File: src/rtl/pr_fetch_pkg.sv
// Shared definitions for the partial-reconfiguration bitstream fetch controller:
// FSM encoding, DDR read opcode and default beat address stride.
package pr_fetch_pkg;

    typedef enum logic [1:0] {
        ST_IDLE  = 2'd0,
        ST_ISSUE = 2'd1,
        ST_DRAIN = 2'd2,
        ST_DONE  = 2'd3
    } fetch_state_t;

    localparam logic [2:0] APP_CMD_READ      = 3'b001;
    localparam int         DEFAULT_ADDR_STEP = 8;

endpackage

File: src/rtl/pr_fetch_ctrl.sv
// Streams a bitstream out of DDR: issues credit-limited read commands, forwards
// returning beats one cycle later and flags responses nobody asked for.
module pr_fetch_ctrl
    import pr_fetch_pkg::*;
#(
    parameter int ADDR_W          = 27,
    parameter int LEN_W           = 20,
    parameter int MAX_OUTSTANDING = 16,
    parameter int ADDR_STEP       = DEFAULT_ADDR_STEP
) (
    input  logic              i_clk,
    input  logic              i_rst,
    input  logic              i_start,
    input  logic [ADDR_W-1:0] i_base_addr,
    input  logic [LEN_W-1:0]  i_length,
    output logic              o_app_en,
    output logic [2:0]        o_app_cmd,
    output logic [ADDR_W-1:0] o_app_addr,
    input  logic              i_app_rdy,
    input  logic [255:0]      i_app_rd_data,
    input  logic              i_app_rd_data_valid,
    output logic [255:0]      o_ddr_data,
    output logic              o_ddr_data_valid,
    input  logic              i_config_buff_full,
    output logic              o_busy,
    output logic              o_done,
    output logic              o_error
);

    localparam int OUT_W = $clog2(MAX_OUTSTANDING + 1);

    fetch_state_t      state_reg;
    logic              app_en_reg;
    logic [2:0]        app_cmd_reg;
    logic [ADDR_W-1:0] app_addr_reg;
    logic [LEN_W-1:0]  len_reg;
    logic [LEN_W-1:0]  issue_cnt_reg;
    logic [LEN_W-1:0]  resp_cnt_reg;
    logic [OUT_W-1:0]  outst_reg;
    logic [255:0]      ddr_data_reg;
    logic              ddr_valid_reg;
    logic              busy_reg;
    logic              done_reg;
    logic              error_reg;

    logic              accept;
    logic              resp_counted;
    logic              resp_stray;
    logic              credit_ok;
    logic [OUT_W-1:0]  outst_next;
    logic [LEN_W-1:0]  issue_cnt_next;
    logic [LEN_W-1:0]  resp_cnt_next;

    // A response only counts against a fetch that actually has reads in flight.
    always_comb begin
        accept         = app_en_reg & i_app_rdy;
        resp_counted   = i_app_rd_data_valid
                         && (state_reg == ST_ISSUE || state_reg == ST_DRAIN)
                         && (outst_reg != '0);
        resp_stray     = i_app_rd_data_valid & ~resp_counted;
        outst_next     = outst_reg;
        if (accept && !resp_counted) begin
            outst_next = outst_reg + 1'b1;
        end else if (!accept && resp_counted) begin
            outst_next = outst_reg - 1'b1;
        end
        credit_ok      = (outst_next < OUT_W'(MAX_OUTSTANDING)) && !i_config_buff_full;
        issue_cnt_next = issue_cnt_reg + 1'b1;
        resp_cnt_next  = resp_cnt_reg + LEN_W'(resp_counted);
    end

    always_ff @(posedge i_clk or posedge i_rst) begin
        if (i_rst) begin
            state_reg     <= ST_IDLE;
            app_en_reg    <= 1'b0;
            app_cmd_reg   <= APP_CMD_READ;
            app_addr_reg  <= '0;
            len_reg       <= '0;
            issue_cnt_reg <= '0;
            resp_cnt_reg  <= '0;
            outst_reg     <= '0;
            ddr_data_reg  <= '0;
            ddr_valid_reg <= 1'b0;
            busy_reg      <= 1'b0;
            done_reg      <= 1'b0;
            error_reg     <= 1'b0;
        end else begin
            ddr_data_reg  <= i_app_rd_data;
            ddr_valid_reg <= i_app_rd_data_valid;
            outst_reg     <= outst_next;
            resp_cnt_reg  <= resp_cnt_next;
            done_reg      <= 1'b0;
            if (resp_stray) begin
                error_reg <= 1'b1;
            end

            case (state_reg)
                ST_IDLE: begin
                    if (i_start) begin
                        len_reg       <= i_length;
                        app_addr_reg  <= i_base_addr;
                        issue_cnt_reg <= '0;
                        resp_cnt_reg  <= '0;
                        if (!resp_stray) begin
                            error_reg <= 1'b0;
                        end
                        if (i_length == '0) begin
                            state_reg <= ST_DONE;
                        end else begin
                            state_reg <= ST_ISSUE;
                            busy_reg  <= 1'b1;
                        end
                    end
                end
                ST_ISSUE: begin
                    // A raised request is frozen until the controller takes it.
                    if (app_en_reg) begin
                        if (i_app_rdy) begin
                            app_addr_reg  <= app_addr_reg + ADDR_W'(ADDR_STEP);
                            issue_cnt_reg <= issue_cnt_next;
                            if (issue_cnt_next == len_reg) begin
                                app_en_reg <= 1'b0;
                                state_reg  <= ST_DRAIN;
                            end else begin
                                app_en_reg <= credit_ok;
                            end
                        end
                    end else begin
                        app_en_reg  <= credit_ok;
                        app_cmd_reg <= APP_CMD_READ;
                    end
                end
                ST_DRAIN: begin
                    if (resp_cnt_next == len_reg) begin
                        state_reg <= ST_DONE;
                        busy_reg  <= 1'b0;
                    end
                end
                ST_DONE: begin
                    done_reg  <= 1'b1;
                    state_reg <= ST_IDLE;
                end
                default: begin
                    state_reg <= ST_IDLE;
                    busy_reg  <= 1'b0;
                end
            endcase
        end
    end

    assign o_app_en         = app_en_reg;
    assign o_app_cmd        = app_cmd_reg;
    assign o_app_addr       = app_addr_reg;
    assign o_ddr_data       = ddr_data_reg;
    assign o_ddr_data_valid = ddr_valid_reg;
    assign o_busy           = busy_reg;
    assign o_done           = done_reg;
    assign o_error          = error_reg;

endmodule

File: config.mk
export PLATFORM = sky130hd
export DESIGN_NAME = pr_fetch_ctrl
export DESIGN_NICKNAME = d
export VERILOG_FILES = /design/src/rtl/pr_fetch_pkg.sv /design/src/rtl/pr_fetch_ctrl.sv
export SDC_FILE = /design/constraint.sdc
export NUM_CORES = 1
export LEC_CHECK = 0
export ABC_AREA = 1
export CORE_AREA = 2 2 234 236
export CTS_CLUSTER_DIAMETER = 120
export DETAILED_ROUTE_END_ITERATION = 8
export DIE_AREA = 0 0 236 238
export PLACE_DENSITY = 0.48
export SLEW_MARGIN = 40
export SYNTH_ARGS = -nofsm -noshare
export SYNTH_HDL_FRONTEND = slang
export SYNTH_SLANG_ARGS = --single-unit
File: constraint.sdc
create_clock -name i_clk -period 18.7 [get_ports i_clk]
set_input_delay 5.61 -clock i_clk [delete_from_list [all_inputs] [get_ports i_clk]]
set_output_delay 5.61 -clock i_clk [all_outputs]
set_load 0.02 [all_outputs]
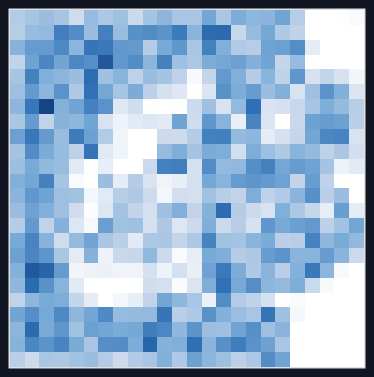
(run_1/density.png)
(1.5 px per um) The die is cut into 24 by 24 equal tiles; white is low, dark blue is high, 0 to 100% covered.
emptiest ninth of the die: south-east
nearly empty tiles: 11%
densest ninth of the die: north-west
mean over tiles: 36%
tiles over 75% full: 1.9%
fullest tile: 92%

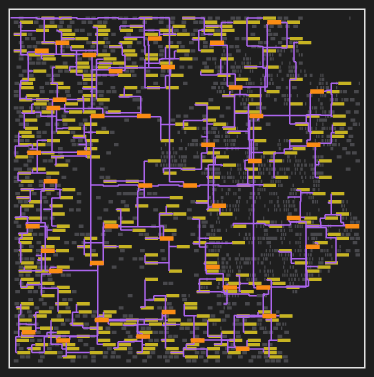
(run_1/clock_map.png)
(1.5 px per um)
legend:
  clock wires:
    colour: purple
    length: 5400 um
  flip-flops:
    colour: yellow
    count: 355
  cells driving clock nets:
    colour: orange
    count: 44
routed clock nets: 45
flops lie: spread over the die

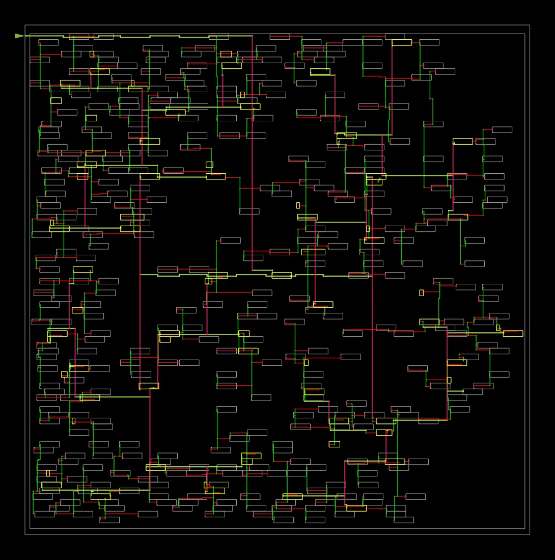
(run_1/final_clocks.png)
clock latency on the worst-skew pair: 0.58 ns
Layout clock buffers: 64
flip-flops: 355
post-route clock skew: 0.0180 ns
cts bufs inserted: 44

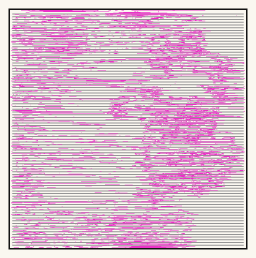
(run_1/met1.png)
(1 px per um) Supply wires on this layer in grey.
nets with wire on the layer: 1940
share of all routed wire: 36%
detailed-route via count: 10.7k
Total Wirelength: 57.4 mm
fraction of met1 tracks used by global routing: 22.1%

==> impl_summary.log, run 1 <==
[flow] summary of implementation run
INFO  metric lay_top_count = sky130_fd_sc_hd__clkdlybuf4s50_1
INFO  metric dominant_cells = registers
INFO  metric yosys_warnings = 0
INFO  metric synth.cellmix.xorXnorShare = 2.44%
INFO  metric logic_area = 0.00339 mm2
INFO  metric power.internal = 0.00165 W
INFO  metric sw_frac_of_total = 33.2%
INFO  metric chipArea = 0.0562 mm2
INFO  metric max_clock_freq = about 120 MHz
INFO  metric crit_path_cell_trace = clkdlybuf4s50_1, and3_1, ha_1, ha_1, nand2_1, nor2_2, nand2_2, nor2_1, nand2_1, nand2_1, nand2_1, nand2_1, nand3_1, nor2_1, nand3_1, nand2_2, nand3_1, nand2_1, nand2_1
INFO  metric synth_cells = roughly 1.2k
INFO  metric wl_met1 = 20.9 mm
INFO  metric combPwrFrac = between 20% and 30%
INFO  metric path_buffers = 1
INFO  metric fp_util = 24.0%
INFO  metric netlist_top_cells_count = 355 x sky130_fd_sc_hd__dfrtp_1, 242 x sky130_fd_sc_hd__nand2_1, 118 x sky130_fd_sc_hd__inv_1
INFO  metric fin_area = 0.0212 mm2
INFO  metric min_period = 8.01 ns
INFO  metric n_multi_input_combinational_cell = 658
INFO  metric grt_antenna_before_repair = 29
INFO  metric vdd_ir_drop_max = 69.7 uV
INFO  metric detailroute.wirelength.met3 = 5.09 mm
INFO  metric yosysTopAreaCellShare = between 60% and 70%
INFO  metric ys_top_logic_family = simple AND/OR/NAND/NOR gates
INFO  metric fin_nets = 2110
INFO  metric critPathMostFrequentCell = sky130_fd_sc_hd__nand2_1
INFO  metric grt_max_degree = 136
INFO  metric fill_cells = between 5k and 6k
INFO  metric reg2reg_from = state_reg[0]
INFO  metric ctsHoldBuffers = 0
INFO  metric num_io_pins = 600
INFO  metric synthTopCellsByArea = sky130_fd_sc_hd__dfrtp_1 69%, sky130_fd_sc_hd__nand2_1 7.1%, sky130_fd_sc_hd__inv_1 3.4%
INFO  metric yosys.area_share.simple = between 15 and 20%
INFO  metric power.clock.fraction = 34.3%
INFO  metric first_iter_violations = 597
INFO  metric aoi_share = 5.91%
INFO  metric number_of_core_rows = ~85
INFO  metric maxSlewHeadroom = 49.1%
INFO  metric first_global_vias = 11.2k
INFO  metric hold_start = o_app_addr[1]
INFO  metric cp_slowest_stage_delay = between 0.5 and 0.6 ns
INFO  metric grt.total_usage = a little over 20%
INFO  metric drt-pass1-iter-count = 5
INFO  metric yosys.area_share.adder = 1.27%
INFO  metric power = 0.00248 W
INFO  metric synth-edff-count = 0
INFO  metric status = completed
INFO  metric cpMaxStageDelayCell = sky130_fd_sc_hd__clkdlybuf4s50_1
INFO  metric number_of_levels_in_the_clock_h_tree = 2
INFO  metric die-height = roughly 240 um
INFO  metric hold_path_class = reg -> reg
INFO  metric r2r.worst_path.cells = 20
INFO  metric final_cells = 2522
INFO  metric leakage_power_of_the_design = 9.13 nW
INFO  metric hpwl = 46.8 mm
INFO  metric cts-root-to-sink-buffers = 3
INFO  metric crit_type = in -> reg
INFO  metric whs_path_depth = 2
INFO  metric viasPerCell = 4.26
INFO  metric share_seq_of_total_power = 38.6%
INFO  metric cp-endpoint = state_reg[0]
INFO  metric post_cts_resize_count = 0
INFO  metric synth.yosys.chip_area = 0.0128 mm2
INFO  metric setup-tns-final = 0 ns
INFO  metric timing.reg2reg.setup_slack = between 15 and 20 ns
INFO  metric grt-ovfl-total = 0
INFO  metric critPathLaunchType = input pin
INFO  metric power_combinational = 0.000670 W
INFO  metric route.top_layer_used = met5
INFO  metric mux_share = 0%
INFO  metric clk_share = 6.79%
INFO  metric grt_util_met3 = 8.40%
INFO  metric warnings = 35
INFO  metric cts_num_sinks = about 360
INFO  metric powerDensity = 117 mW/mm2
INFO  metric detailed_route_drc_error_count = 0
INFO  metric worstPathRequired = 19.16 ns
INFO  metric clock_power = ~0.00085 W
INFO  metric netlist.top_cell.by_area = sky130_fd_sc_hd__dfrtp_1
INFO  metric final_cell_mix = 596 x sky130_fd_sc_hd__clkdlybuf4s50_1, 355 x sky130_fd_sc_hd__dfrtp_1, 242 x sky130_fd_sc_hd__nand2_1
INFO  metric area.share.sequential = 42.0%
INFO  metric timing.critical_path.arrival = 8.47 ns
INFO  metric global_route_wire_length_before_repair = a little over 80 mm
==> run 2, diff against run 1 <==
- clock period: 18.7 -> 7.4 ns (I/O delays scaled with it)
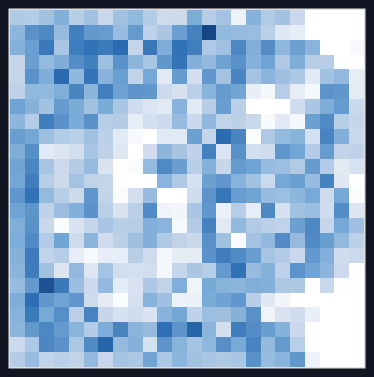
(run_2/density.png)
(1.5 px per um) The die is cut into 24 by 24 equal tiles; white is low, dark blue is high, 0 to 100% covered.
mean over tiles: 36%
densest ninth of the die: north-west
tiles over 75% full: 1.2%
nearly empty tiles: 8.7%

==> run 2 against run 1 <==
Hold slack lost 0.0051 ns. Flip-flop count is the same. Die size is the same. Critical path depth is the same. Area after synthesis is the same. Global-route usage grew 0.16 points. Sequential power grew to 2.5 times the previous value. Critical endpoint is now state_reg[1]. Largest power group unchanged. Highest routed layer unchanged.
==> impl_summary.log, run 2 <==
[flow] summary of implementation run
INFO  metric path_buffers = 1 (unchanged)
INFO  metric first_global_vias = 11.1k (-0.76%)
INFO  metric vdd_ir_drop_max = 187 uV (+170%)
INFO  metric lay_top_count = sky130_fd_sc_hd__clkdlybuf4s50_1
INFO  metric fin_area = 0.0211 mm2 (about the same)
INFO  metric yosys_warnings = 0 (unchanged)
INFO  metric num_io_pins = 600 (unchanged)
INFO  metric netlist_top_cells_count = 355 x sky130_fd_sc_hd__dfrtp_1, 242 x sky130_fd_sc_hd__nand2_1, 118 x sky130_fd_sc_hd__inv_1
INFO  metric critPathLaunchType = input pin
INFO  metric synth.cellmix.xorXnorShare = 2.44% (unchanged)
INFO  metric clockBufferCount = 63 (-1.6%)
INFO  metric synth_cells = 1161 (unchanged)
INFO  metric grt_antenna_before_repair = 30 (+3.4%)
INFO  metric groute.layer.met1.usage = 22.6% (+0.45 points)
INFO  metric cp-endpoint = state_reg[1]
INFO  metric post_cts_resize_count = 0 (unchanged)
INFO  metric detailed_route_drc_error_count = 0 (unchanged)
INFO  metric clock_power = 0.00214 W (+150%)
INFO  metric logic_area = 0.00338 mm2 (-0.18%)
INFO  metric final_cells = 2522 (unchanged)
INFO  metric crit_path_cell_trace = clkdlybuf4s50_1, and3_1, ha_1, ha_1, nand2_1, nor2_2, nand2_2, nor2_1, nand2_1, nand2_1, nand2_1, nand2_1, nand3_1, nor2_1, nand3_1, nand2_2, nand3_1, nand2_1, nand2_1
INFO  metric r2r.worst_path.cells = 20 (unchanged)
INFO  metric min_period = 4.54 ns
INFO  metric aoi_share = 5.91% (unchanged)
INFO  metric drt-pass1-iter-count = 7 (+2)
INFO  metric dominant_cells = registers
INFO  metric max_clock_freq = 220 MHz
INFO  metric yosys.area_share.simple = 16.6% (unchanged)
INFO  metric reg2reg_from = state_reg[0]
INFO  metric hold_start = o_app_addr[1]
INFO  metric first_iter_violations = 629 (+5.4%)
INFO  metric global_route_wire_length_before_repair = 81.9 mm (+0.59%)
INFO  metric hold_path_class = reg -> reg
INFO  metric viasPerCell = 4.31 (+1.1%)
INFO  metric power.internal = 0.00417 W (+150%)
INFO  metric share_seq_of_total_power = 38.7% (about the same)
INFO  metric maxSlewHeadroom = 50.3% (+1.3 points)
INFO  metric grt-ovfl-total = 0 (unchanged)
INFO  metric timing.critical_path.arrival = 5.00 ns (-3.47 ns)
INFO  metric synthTopCellsByArea = sky130_fd_sc_hd__dfrtp_1 69%, sky130_fd_sc_hd__nand2_1 7.1%, sky130_fd_sc_hd__inv_1 3.4%
INFO  metric netlist.top_cell.by_area = sky130_fd_sc_hd__dfrtp_1
INFO  metric power.clock.fraction = 34.3% (about the same)
INFO  metric power_combinational = 0.00168 W (+150%)
INFO  metric yosys.area_share.adder = 1.27% (unchanged)
INFO  metric route.top_layer_used = met5
INFO  metric yosysTopAreaCellShare = 69.2% (unchanged)
INFO  metric flops = 355 (unchanged)
INFO  metric die-height = 238 um (unchanged)
INFO  metric whs_path_depth = 2 (unchanged)
INFO  metric detailroute.wirelength.met3 = 4.90 mm (-3.8%)
INFO  metric grt.total_usage = 20.4% (+0.16 points)
INFO  metric warnings = 33 (-5.7%)
INFO  metric timing.reg2reg.setup_slack = 4.22 ns (-11.22 ns)
INFO  metric mux_share = 0% (unchanged)
INFO  metric worstPathRequired = 7.86 ns (-11.30 ns)
INFO  metric finalClockSkew = 0.0105 ns (-0.00752 ns)
INFO  metric tritoncts.num_buffers = 44 (unchanged)
INFO  metric final_cell_mix = 596 x sky130_fd_sc_hd__clkdlybuf4s50_1, 355 x sky130_fd_sc_hd__dfrtp_1, 241 x sky130_fd_sc_hd__nand2_1
INFO  metric fin_nets = 2112 (+0.095%)
INFO  metric synth.yosys.chip_area = 0.0128 mm2 (unchanged)
INFO  metric hpwl = 47.3 mm (+1.0%)
INFO  metric status = completed
INFO  metric n_multi_input_combinational_cell = 658 (unchanged)
INFO  metric wl_met1 = 21.1 mm (+0.96%)
INFO  metric path_clk_slew = 0.06 ns
INFO  metric fill_cells = 5288 (+2.0%)
INFO  metric ys_top_logic_family = simple AND/OR/NAND/NOR gates
INFO  metric grt_max_degree = 150 (+10%)
INFO  metric synth-edff-count = 0 (unchanged)
INFO  metric power = 0.00625 W (+150%)
INFO  metric cpMaxStageDelayCell = sky130_fd_sc_hd__clkdlybuf4s50_1
INFO  metric ctsHoldBuffers = 0 (unchanged)
INFO  metric sw_frac_of_total = 33.2% (about the same)
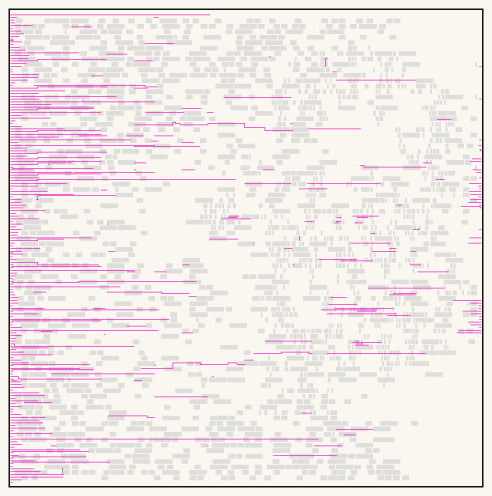
(run_2/met3.png)
(2 px per um) Cells faint in the background.
wire length on this layer: 4900 um
share of all routed wire: 8.4%
nets with wire on the layer: 254
detailed-route via count: 10.9k
met3 track demand over resource in global routing: 7.84%
Total Wirelength: 58.0 mm

Power figures rest on the tool's default switching activity, not on a simulated workload.
